### src/rtl/bts_pkg.sv
// Shared constants for the bit transition sequencer: FSM encodings,
// detector reference level and the default word width.
package bts_pkg;

  localparam int DEFAULT_WIDTH = 8;

  // Level the detector compares the very first bit against after reset.
  localparam logic REF_INIT = 1'b1;

  typedef logic [1:0] state_t;

  localparam state_t ST_IDLE  = 2'd0;
  localparam state_t ST_SHIFT = 2'd1;
  localparam state_t ST_DRAIN = 2'd2;
  localparam state_t ST_DONE  = 2'd3;

endpackage

### src/rtl/bit_change_det.sv
// Single-bit change detector: registered flag set when the enabled input
// differs from the previously enabled input. prev survives across words.
module bit_change_det
  import bts_pkg::*;
(
  input  logic clk,
  input  logic rst,
  input  logic en,
  input  logic bit_in,
  output logic flag_out
);

  logic prev_q;
  logic flag_q;

  always_ff @(posedge clk) begin
    if (rst) begin
      prev_q <= REF_INIT;
      flag_q <= 1'b0;
    end else if (en) begin
      flag_q <= bit_in ^ prev_q;
      prev_q <= bit_in;
    end
  end

  assign flag_out = flag_q;

endmodule

### src/rtl/bit_transition_sequencer.sv
// Serialises a parallel word into bit_change_det and returns the number
// of transitions seen over a valid/ready output handshake.
module bit_transition_sequencer
  import bts_pkg::*;
#(
  parameter int WIDTH     = DEFAULT_WIDTH,
  parameter int CNT_W     = $clog2(WIDTH + 1),
  parameter bit MSB_FIRST = 1'b1
) (
  input  logic             clk,
  input  logic             rst,
  input  logic             in_valid,
  output logic             in_ready,
  input  logic [WIDTH-1:0] in_data,
  output logic             out_valid,
  input  logic             out_ready,
  output logic [CNT_W-1:0] out_count,
  output logic             busy,
  output logic             ser_bit,
  output logic             ser_flag
);

  localparam int IDX_W = $clog2(WIDTH);

  // Handshakes: a transfer happens on a rising edge where valid && ready.
  // in_ready is high only in IDLE; out_valid is a register that rises one
  // edge after DONE is entered and holds until out_ready is seen.
  state_t             state_q, state_d;
  logic [IDX_W-1:0]   idx_q, idx_d;
  logic [WIDTH-1:0]   data_q, data_d;
  logic [CNT_W-1:0]   count_q, count_d;
  logic               vld_q, vld_d;
  logic               out_valid_q, out_valid_d;
  logic [IDX_W-1:0]   sel_idx;
  logic               det_en;
  logic               det_bit;
  logic               det_flag;

  always_comb begin
    sel_idx = MSB_FIRST ? (IDX_W'(WIDTH - 1) - idx_q) : idx_q;
    det_bit = (state_q == ST_SHIFT) ? data_q[sel_idx] : 1'b0;
  end

  bit_change_det u_det (
    .clk      (clk),
    .rst      (rst),
    .en       (det_en),
    .bit_in   (det_bit),
    .flag_out (det_flag)
  );

  always_comb begin
    state_d     = state_q;
    idx_d       = idx_q;
    data_d      = data_q;
    count_d     = count_q;
    out_valid_d = out_valid_q;
    det_en      = 1'b0;
    // vld_q marks that det_flag belongs to a bit of the current word.
    if (vld_q) begin
      count_d = count_q + CNT_W'(det_flag);
    end
    case (state_q)
      ST_IDLE: begin
        if (in_valid) begin
          data_d  = in_data;
          idx_d   = '0;
          count_d = '0;
          state_d = ST_SHIFT;
        end
      end
      ST_SHIFT: begin
        det_en = 1'b1;
        idx_d  = idx_q + IDX_W'(1);
        if (idx_q == IDX_W'(WIDTH - 1)) begin
          idx_d   = '0;
          state_d = ST_DRAIN;
        end
      end
      ST_DRAIN: begin
        state_d = ST_DONE;
      end
      ST_DONE: begin
        out_valid_d = 1'b1;
        if (out_valid_q && out_ready) begin
          out_valid_d = 1'b0;
          state_d     = ST_IDLE;
        end
      end
      default: begin
        state_d     = ST_IDLE;
        idx_d       = '0;
        count_d     = '0;
        out_valid_d = 1'b0;
      end
    endcase
    vld_d = det_en;
  end

  always_ff @(posedge clk) begin
    if (rst) begin
      state_q     <= ST_IDLE;
      idx_q       <= '0;
      data_q      <= '0;
      count_q     <= '0;
      vld_q       <= 1'b0;
      out_valid_q <= 1'b0;
    end else begin
      state_q     <= state_d;
      idx_q       <= idx_d;
      data_q      <= data_d;
      count_q     <= count_d;
      vld_q       <= vld_d;
      out_valid_q <= out_valid_d;
    end
  end

  assign in_ready  = (state_q == ST_IDLE);
  assign busy      = (state_q != ST_IDLE);
  assign out_valid = out_valid_q;
  assign out_count = count_q;
  assign ser_bit   = det_bit;
  assign ser_flag  = det_flag;

endmodule

### config.mk
export PLATFORM = sky130hd
export DESIGN_NAME = bit_transition_sequencer
export DESIGN_NICKNAME = d
export VERILOG_FILES = /design/src/rtl/bts_pkg.sv /design/src/rtl/bit_change_det.sv /design/src/rtl/bit_transition_sequencer.sv
export SDC_FILE = /design/constraint.sdc
export NUM_CORES = 1
export LEC_CHECK = 0
export CELL_PAD_IN_SITES_DETAIL_PLACEMENT = 1
export CELL_PAD_IN_SITES_GLOBAL_PLACEMENT = 2
export CORE_MARGIN = 3
export CORE_UTILIZATION = 32
export CTS_CLUSTER_DIAMETER = 40
export DETAILED_ROUTE_END_ITERATION = 16
export PLACE_DENSITY = 0.93
export SYNTH_ARGS = -nofsm -noshare
export SYNTH_HDL_FRONTEND = slang
export SYNTH_HIERARCHICAL = 1
export SYNTH_SLANG_ARGS = --single-unit
### constraint.sdc
create_clock -name clk -period 2.3 [get_ports clk]
set_input_delay 0.575 -clock clk [delete_from_list [all_inputs] [get_ports clk]]
set_output_delay 0.575 -clock clk [all_outputs]
set_load 0.1 [all_outputs]
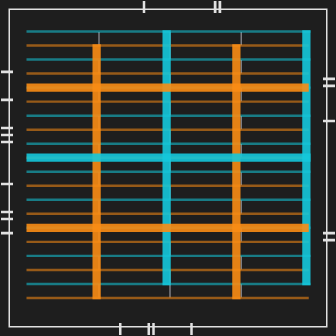
*Power grid, run 1*
Pins as bars on the die edge. Tap cells in gray.
color	net
orange	VSS
cyan	VDD
signal pins	21
tap cells	31
maximum vdd drop: 0.415 mV
Core Area: 2830 µm²
chip width: 61.3 µm
Die Span Y: 61.3 µm

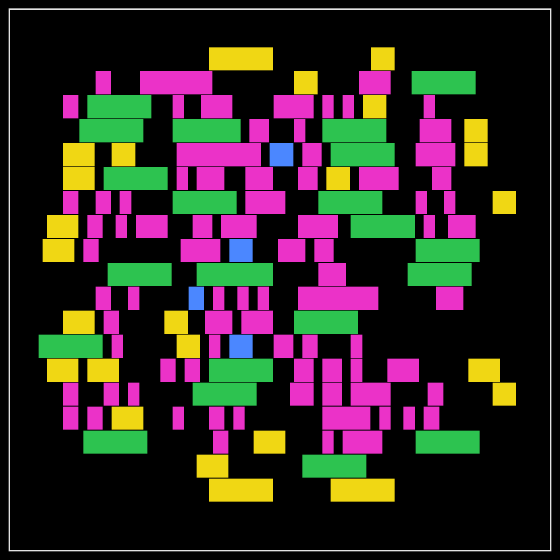
*Placement by cell class, run 1*
color	class	cells
yellow	other buffers and delay cells	25
blue	clock drivers and dummy loads	4
green	flops	21
magenta	combinational and other logic	81
Final Instance Area: 1330 µm²
fin util: 46.8%
number of cell rows: 19
Seq/total area: 32.1%

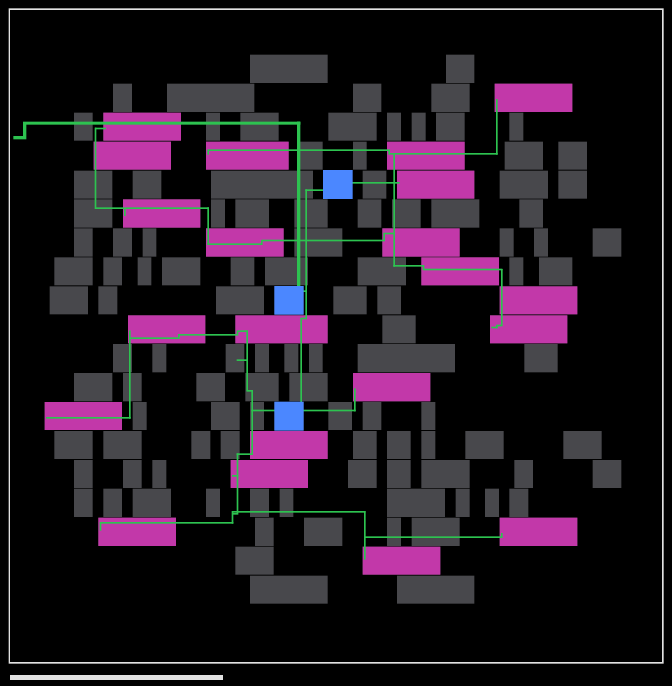
*Clock network drawn from the DEF, run 1*
Scale bar: 20 µm.
[green] clock wires | length: 285 µm
[blue] clock drivers | count: 3
[magenta] flip-flops | count: 21
routed clock nets	4
clock network power share: 12.1%
clock distribution power: 185 µW
Clk Latency, worst-skew pair: 0.31 ns
clk_skew: 0.00300 ns

==> run_results.csv, run 1 <==
group,metric,value,unit
routing,drt-met1-wl,970,µm
min_path,holdPathEnd,"data_q[1]$_SDFFE_PP0P_",
setup_path,cp.arrival,1.68,ns
global_route,grtUsageMet2,25.2,%
place,routabilityCongestion,0.706,
final_timing,slew_headroom,77.0,%
power,comb_cell_power,852,µW
clock_network,h-tree-depth,1,
synth,ys_cells,105,
synth,syn-instance-count,105,
setup_path,start_kind,"flip-flop",
final_timing,drv_slew,0,
layout,areaGrowthSynthToFinish,35.4,%
place,place.port_buffers,20,
synth,synth_top_area_share,43.0,%
clock_network,cts_buffers,3,
final_timing,worst_pin_slew,0.345,ns
status,status,"finished clean",
setup_path,rr_endpoint,"u_det/flag_out$_SDFFE_PP0P_",
global_route,grt_max_degree,14,
power,switchingPower,721,µW
min_path,hold_path_class,"flip-flop to flip-flop",
routing,top_layer_used,"met4",
final_timing,final.setup.worst_slack,0.0448,ns
final_timing,setup_viol,0,
global_route,top_usage_layer,"met2",
global_route,overflow,0,
setup_path,critPathKind,"flip-flop to output port",
power,power.internal,817,µW
global_route,grt_use_met1,15.3,%
setup_path,crit_slowest_cell,"mux4_2",
final_timing,whs,0.474,ns
synth,syn_area,978,µm²
power,seq_power,501,µW
place,dp_hpwl,1.75,mm
setup_path,critPathLaunch,"idx_q[0]$_SDFFE_PP0P_",
power,power_frac_comb,55.4,%
routing,postRouteAntennaNets,0,
clock_network,hold_buffers,0,
setup_path,critPathRequiredTime,1.73,ns
setup_path,cp.depth,4,
synth,numSynthFlops,21,
routing,dr.pass1.iters,4,
power,p_seq_share,32.6,%
flow_run,drv_cap,0,
routing,wire_per_inst,14.2,µm
layout,final_nets,152,
global_route,grt_pass1_vias,873,
setup_path,crit_buf_inv,1,
power,p_leak,0.527,nW
synth,synth_seq_share,43.0,%
synth,floorplan.nets,125,
synth,ys.warnings.count,6,
die,io_pins,21,
layout,final_cells,162,
global_route,grtUsageTotal,13.7,%
global_route,grt_pass1_wl,3.75,mm
layout,lay_top_count,"dfxtp_1",
setup_path,crit_chain,"mux4_2 -> nor2_2 -> a311oi_4 -> buf_12",
final_timing,min_period_over_period,98.1,%
routing,drc,0,
final_timing,maxClockFrequency,443,MHz
run 1: synthesized netlist by cell type:
master    number
dfxtp_1       21
nor2_1        11
nand2_1       10
a21oi_1        9
nand3_1        9
ha_1           8
inv_1          5
mux2i_1        4
a32oi_1        3
nand2b_1       3
nand4_1        3
buf_2          2
nor2b_1        2
xor2_1         2
a211o_2        1
a211oi_2       1
a21bo_2        1
a311oi_1       1
a31o_2         1
a31oi_1        1
clkbuf_1       1
mux2_2         1
mux4_1         1
nor3b_1        1
o21ai_0        1
o31ai_1        1
xnor2_1        1
run 1: what timing repair did:
| item | CTS | global route |
|---|---|---|
| resized | 3 | 3 |
| endpoints found under the setup margin | 1 | 1 |
| buffers inserted | 0 | 3 |
| pin swaps | 1 | 1 |
run 1: kinds of logic (layout without fill, tap and decap cells):
kind of cell	after synthesis	after routing	synth area share (%)
simple gates	39	39	18.5
flops	21	21	43.0
compound gates	20	20	14.3
fa+ha+maj	8	8	10.2
buf+inv	8	34	3.32
mux	6	6	7.93
xor+xnor	3	3	2.69
run 1: through the flow:
stage,utilization [%],area [µm²]
floorplan,-,1010
global placement,44.8,1270
detailed placement,44.8,1270
CTS,45.8,1300
global route,46.8,1330
finish,46.8,1330
run 1: sequential cells by signal, summed over array words and instances (netlist names):
name            count
data_q              8
idx_q               3
out_count           4
out_valid           1
state_q             2
u_det/flag_out      1
u_det/prev_q        1
vld_q               1
run 1: final cells by class:
class,instances,area [µm²],share of cell area (%)
clock inverter,1,5.00,0.378
sequential,21,425,32.1
clock buffer,3,22.5,1.70
inverter,5,18.8,1.42
timing repair buffer,25,253,19.1
tap,31,38.8,2.93
multi-input combinational,76,562,42.4
run 1: tightest hold or removal path, cell delays in order, from the launching register on:
cell	delay, ns
dfxtp_1	0.33
nand2_1	0.06
a21oi_1	0.06
### Routing congestion map, run 1

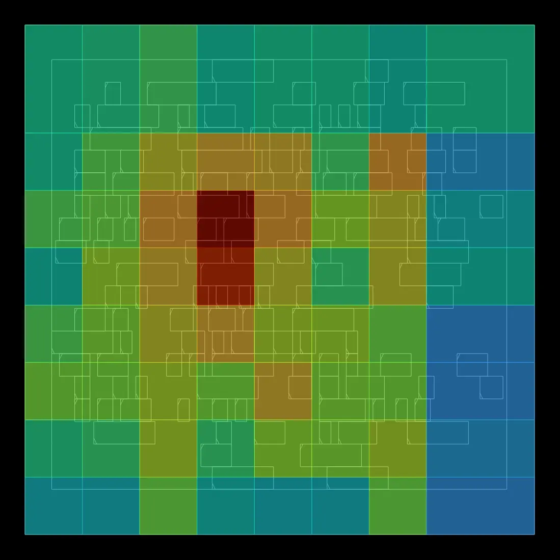

## Run 2: what changed since run 1
CORE_UTILIZATION = 33   (was 32)
CTS_BUF_LIST = sky130_fd_sc_hd__clkbuf_2   (was not set)
PLACE_DENSITY = 0.95   (was 0.93)
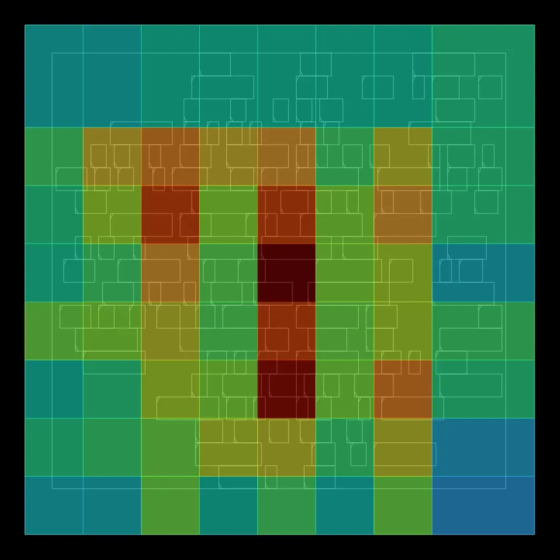
*Routing congestion map, run 2*
GR peak layer: met2
met2 Usage GRT: 26.4%
fin util: 47.9%

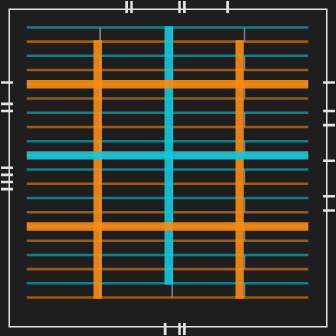
*Power grid, run 2*
Pins as bars on the die edge. Tap cells in gray.
color	net
orange	VSS
cyan	VDD
met4 straps	3
met5 straps	3
signal pins	21
tap cells	31
Core Area: 2780 µm²
chip width: 60.5 µm
maximum vdd drop: 1.02 mV
Die Span Y: 60.5 µm

==> run_results.csv, run 2 <==
group,metric,value,unit
status,status,"finished clean",
global_route,antenna_found_initial,0,
power,p_leak,0.526,nW
layout,largest_reg_flops,8,
final_timing,final.setup.worst_slack,0.0662,ns
routing,wire_per_inst,14.3,µm
layout,final_cells,162,
routing,drc,0,
routing,top_layer_used,"met4",
setup_path,critPathRequiredTime,1.73,ns
die,rows,19,
synth,synth-adder-area-share,10.2,%
layout,final_nets,152,
flow_run,drv_cap,0,
global_route,grt_pass1_vias,858,
synth,yosysTopAreaCell,"dfxtp_1",
synth,ys.warnings.count,6,
layout,lay_top_count,"dfxtp_1",
routing,drt-met1-wl,977,µm
final_timing,min_period_over_period,97.1,%
place,place.port_buffers,20,
layout,areaGrowthSynthToFinish,36.2,%
routing,vias,856,
global_route,grt_pass1_wl,3.71,mm
synth,synth_seq_share,43.0,%
routing,postRouteAntennaNets,0,
synth,edf_count,0,
clock_network,clkLatencyLatePin,0.35,ns
synth,top_cells_by_count,"dfxtp_1 (21), nor2_1 (11), nand2_1 (10)",
global_route,overflow,0,
power,fin_total_pwr,1.52,mW
clock_network,hold_buffers,0,
min_path,holdPathEnd,"data_q[6]$_SDFFE_PP0P_",
clock_network,h-tree-depth,1,
synth,ff_type,"dfxtp_1",
routing,wirelength,2.31,mm
synth,syn-instance-count,105,
synth,simple_gate_share,18.5,%
synth,synth_top_area_share,43.0,%
place,placed_cells,155,
final_timing,slew_headroom,78.9,%
setup_path,rr_endpoint,"u_det/flag_out$_SDFFE_PP0P_",
synth,yosysMostFrequentCell,"dfxtp_1",
routing,dr.pass1.iters,4,
final_timing,worst_pin_slew,0.308,ns
synth,syn_area,978,µm²
synth,ys_cells,105,
final_timing,rsz0062_at_grt,"yes",
synth,synth_cell_type_count,27,
synth,xor_share,2.69,%
synth,synth.area.mux_share,7.93,%
synth,aoi_share,14.3,%
final_timing,fin_setup_tns,0,ns
setup_path,cp.arrival,1.66,ns
setup_path,start_kind,"flip-flop",
min_path,hold_path_class,"flip-flop to flip-flop",
layout,largest_register,"data_q",
clock_network,cts_buffers,3,
place,dp_hpwl,1.71,mm
synth,ys_async_sr_fraction,0,%
global_route,grt_use_met1,13.9,%
routing,drt_iter0_drc,13,
setup_path,critPathKind,"flip-flop to output port",
place,post-place-ws,0.324,ns
final_timing,whs,0.484,ns
synth,numSynthFlops,21,
routing,dr_wl_met2,1.19,mm
final_timing,finalClockSkew,0.00457,ns
final_timing,drv_slew,0,
place,dpl-instance-area,1270,µm²
clock_network,cts_tree,"done",
die,io_pins,21,
final_timing,setup_viol,0,
synth,yosys-dominant-comb-family,"simple AND/OR/NAND/NOR gates",
place,routabilityCongestion,0.865,
global_route,grtUsageTotal,13.7,%
final_timing,maxClockFrequency,448,MHz
synth,floorplan.nets,125,
global_route,grt_max_degree,14,
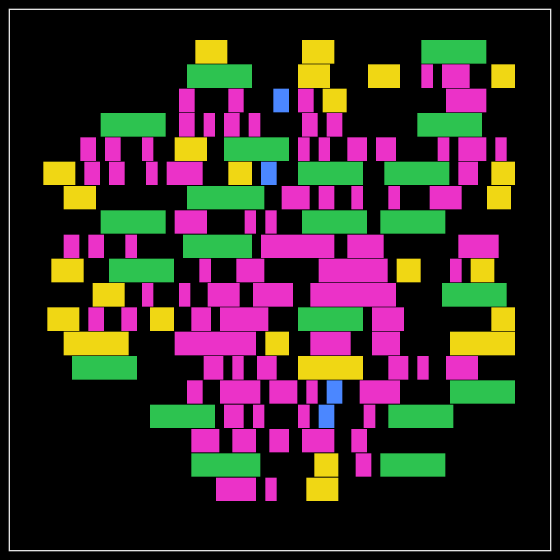
*Placement by cell class, run 2*
color	class	cells
yellow	other buffers and delay cells	25
blue	clock drivers and dummy loads	4
green	flops	21
magenta	combinational and other logic	81
Seq/total area: 32.0%
Final Instance Area: 1330 µm²

run 2: cell counts in the layout (fill, tap and decap cells not counted):
No cell type changed its count.
run 2: report_power, final:
| group | total (mW) | internal [mW] | switching (mW) | leakage (nW) |
|---|---|---|---|---|
| Combinational | 0.854 | 0.310 | 0.544 | 0.337 |
| Clock | 0.163 | 0.0394 | 0.123 | 0.0164 |
| Sequential | 0.502 | 0.438 | 0.0640 | 0.173 |
| Total | 1.52 | 0.787 | 0.731 | 0.526 |
run 2: worst max-delay path by stage:
stage / startpoint / endpoint / slack, ns / depth (start not counted)
finish: idx_q[0]$_SDFFE_PP0P_ / ser_bit / 0.07 / 4
global route: idx_q[0]$_SDFFE_PP0P_ / ser_bit / -0.008 / 4
CTS: idx_q[0]$_SDFFE_PP0P_ / ser_bit / 0.01 / 4
detailed placement: idx_q[0]$_SDFFE_PP0P_ / ser_bit / 0.32 / 4
global placement: idx_q[0]$_SDFFE_PP0P_ / ser_bit / 0.34 / 4
floorplan: state_q[0]$_SDFFE_PP0P_ / busy / 0.006 / 4
run 2: critical path, stage by stage (launching register included):
cell and delay (ns):
dfxtp_4 0.42, mux4_2 0.53, nor2_4 0.12, a311oi_4 0.05, buf_12 0.19
run 2: timing repair:
item | CTS | global route
resized | 5 | 3
buffers inserted | 3 | 0
endpoints found under the setup margin | 1 | 1
pin swaps | 2 | 1
run 2: area by class of cell:
class	instances	area (µm²)	share of cell area (%)
clock buffer	3	15.0	1.13
clock inverter	1	5.00	0.376
inverter	5	18.8	1.41
multi-input combinational	76	576	43.2
sequential	21	427	32.0
tap	31	38.8	2.91
timing repair buffer	25	253	19.0
### Signal wires by layer, run 2

Scale bar: 20 µm.
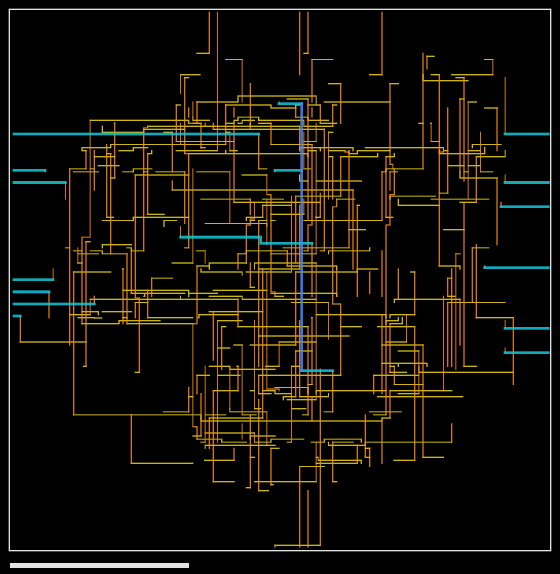

## Run 3: what changed since run 2
TNS_END_PERCENT = 20   (was not set)
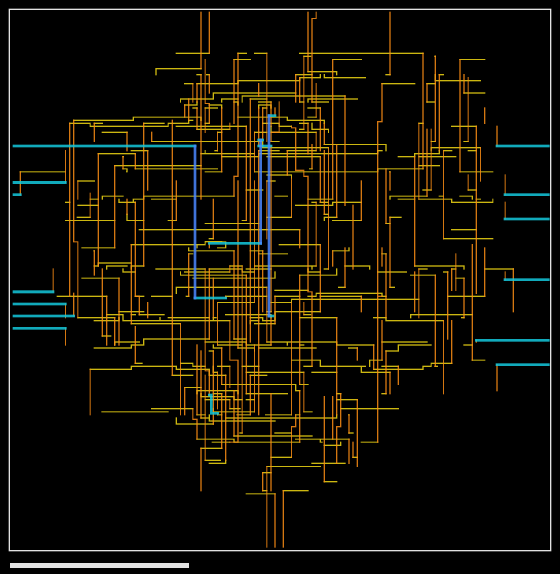
*Signal wires by layer, run 3*
Scale bar: 20 µm.
color	layer	wire length
blue	metal 4	51.0 µm
yellow	metal 1	1,020 µm
cyan	metal 3	98.0 µm
orange	metal 2	1,270 µm
wirelength, routed: 2.44 mm
gr usage total: 14.1%
WL/cell: 15.0 µm
via count: 879

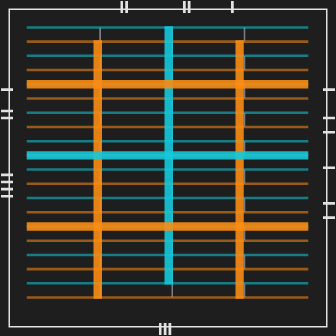
*Power grid, run 3*
Pins as bars on the die edge. Tap cells in gray.
color	net
cyan	VDD
orange	VSS
met1 rails	20
signal pins	21
met5 straps	3
rows	19
maximum vdd drop: 0.928 mV

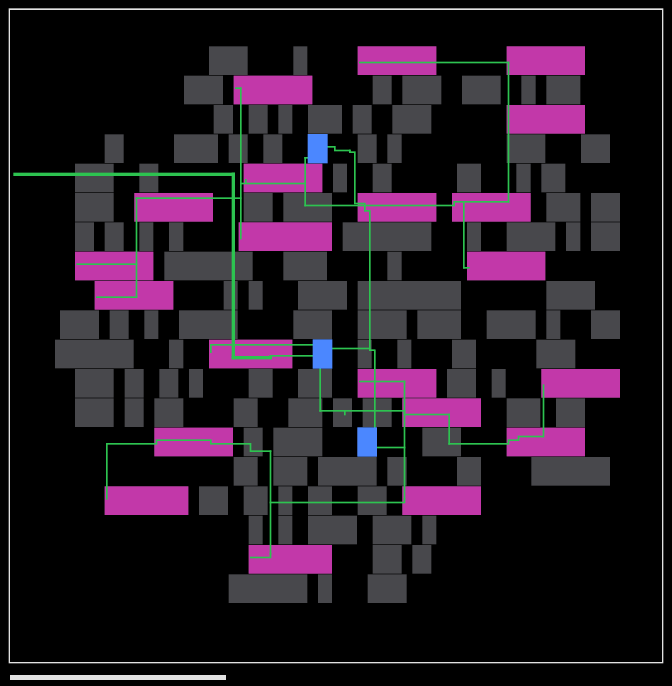
*Clock network drawn from the DEF, run 3*
Scale bar: 20 µm.
[blue] clock drivers | count: 3
[green] clock wires | length: 300 µm
[magenta] flip-flops | count: 21
flops lie	all over the die
routed clock nets	4
Clk Latency, worst-skew pair: 0.33 ns
clock network power share: 10.4%
clk_skew: 0.00230 ns

==> run_results.csv, run 3 <==
group,metric,value,unit
final_timing,rsz0062_at_grt,"yes",
clock_network,hold_buffers,0,
place,dpl-instance-area,1260,µm²
routing,postRouteAntennaNets,0,
setup_path,rr_endpoint,"u_det/flag_out$_SDFFE_PP0P_",
global_route,top_usage_layer,"met2",
setup_path,crit_chain,"mux4_2 -> nor2_4 -> a311oi_4 -> buf_12",
final_timing,maxClockFrequency,450,MHz
synth,synth_seq_share,43.0,%
die,io_pins,21,
power,fin_total_pwr,1.54,mW
synth,yosysTopAreaCell,"dfxtp_1",
die,die_x,60.5,µm
clock_network,cts_tree,"done",
global_route,grt_pass1_wl,3.89,mm
synth,synth_cell_type_count,27,
routing,drc,0,
min_path,hold_path_class,"flip-flop to flip-flop",
final_timing,drv_slew,0,
synth,numSynthFlops,21,
setup_path,crit_buf_inv,1,
final_timing,whs,0.480,ns
final_timing,slew_headroom,72.6,%
routing,viasPerCell,5.39,
place,place.port_buffers,20,
global_route,grtUsageMet2,25.2,%
setup_path,crit_family,"multiplexers",
layout,largest_register,"data_q",
place,routabilityCongestion,0.863,
layout,largest_reg_flops,8,
status,status,"finished clean",
layout,fin_util,48.1,%
setup_path,slowest_delay,0.52,ns
clock_network,cts.reportedPaths.clkPinSlew,0.21,ns
synth,yosysMostFrequentCell,"dfxtp_1",
final_timing,worst_pin_slew,0.409,ns
global_route,antenna_found_initial,0,
synth,top_cells_by_count,"dfxtp_1 (21), nor2_1 (11), nand2_1 (10)",
synth,synth_area_per_cell,9.32,µm²
setup_path,critPathRequiredTime,1.73,ns
power,p_leak,0.533,nW
place,placed_cells,156,
synth,syn-instance-count,105,
clock_network,cts_buffers,3,
place,post-place-ws,0.228,ns
routing,drt_iter0_drc,26,
final_timing,fin_setup_tns,0,ns
final_timing,final.setup.worst_slack,0.0756,ns
die,rows,19,
setup_path,crit_slowest_cell,"mux4_2",
synth,ff_type,"dfxtp_1",
die,die_height,60.5,µm
place,dp_hpwl,1.77,mm
setup_path,critPathKind,"flip-flop to output port",
synth,edf_count,0,
layout,lay_top_count,"dfxtp_1",
layout,areaGrowthSynthToFinish,36.8,%
global_route,grt_use_met1,16.0,%
setup_path,cp.arrival,1.65,ns
global_route,overflow,0,
clock_network,h-tree-depth,1,
layout,final_nets,153,
global_route,grt_max_degree,14,
clock_network,ctsResizeCount,4,
flow_run,drv_cap,0,
layout,fin_area,1340,µm²
synth,syn_area,978,µm²
final_timing,min_period_over_period,96.7,%
routing,dr.pass1.iters,4,
global_route,grt_pass1_vias,885,
clock_network,post_cts_buffers,2,
synth,ys_async_sr_fraction,0,%
setup_path,start_kind,"flip-flop",
final_timing,setup_viol,0,
synth,floorplan.nets,125,
synth,synth_top_area_share,43.0,%
min_path,holdPathEnd,"data_q[7]$_SDFFE_PP0P_",
==> run 3: cell type report <==
cell class	count	area, µm²
clock buffer	3	15.0
clock inverter	1	5.00
inverter	5	18.8
sequential	21	428
multi-input combinational	76	569
fill	330	1440
timing repair buffer	26	264
tap	31	38.8
==> run 3: how the worst max path moves through the flow <==
stage	startpoint	to	slack [ns]	depth (start not counted)
2_1_floorplan	state_q[1]$_SDFFE_PP0P_	ser_bit	-0.17	4
3_3_place_gp	idx_q[0]$_SDFFE_PP0P_	ser_bit	0.26	4
3_5_place_dp	idx_q[0]$_SDFFE_PP0P_	ser_bit	0.23	4
4_1_cts	idx_q[0]$_SDFFE_PP0P_	ser_bit	0.0005	4
5_1_grt	idx_q[0]$_SDFFE_PP0P_	ser_bit	-0.01	4
6_report	idx_q[0]$_SDFFE_PP0P_	ser_bit	0.08	4
==> run 3: layer usage <==
metal  vias up  part of all wire, %  routed length (µm)
li1        427                    -                   -
met1       425                   42                1020
met2        21                   52                1270
met3         6                  4.0                  97
met4         0                  2.1                  51
met5         -                    0                   0
==> run 3: worst min-delay path: stages, from the launching register on <==
cell	delay (ns)
dfxtp_1	0.36
nand2_1	0.05
a21oi_1	0.05
==> run 3: cells by family (layout without fill, tap and decap cells) <==
group	after synthesis	after routing	share of synthesized area (%)
buffers and inverters	8	35	3.32
and+or+nand+nor	39	39	18.5
DFF	21	21	43.0
xor gates and xnor gates	3	3	2.69
AOI/OAI and AO/OA	20	20	14.3
muxes	6	6	7.93
adders and majority gates	8	8	10.2
==> run 3: power breakdown <==
| group | total, mW | switching [mW] | internal [mW] |
|---|---|---|---|
| Clock | 0.160 | 0.121 | 0.0394 |
| Combinational | 0.881 | 0.558 | 0.323 |
| Sequential | 0.501 | 0.0614 | 0.439 |
| Total | 1.54 | 0.740 | 0.802 |
Power and IR drop assume default switching activity.
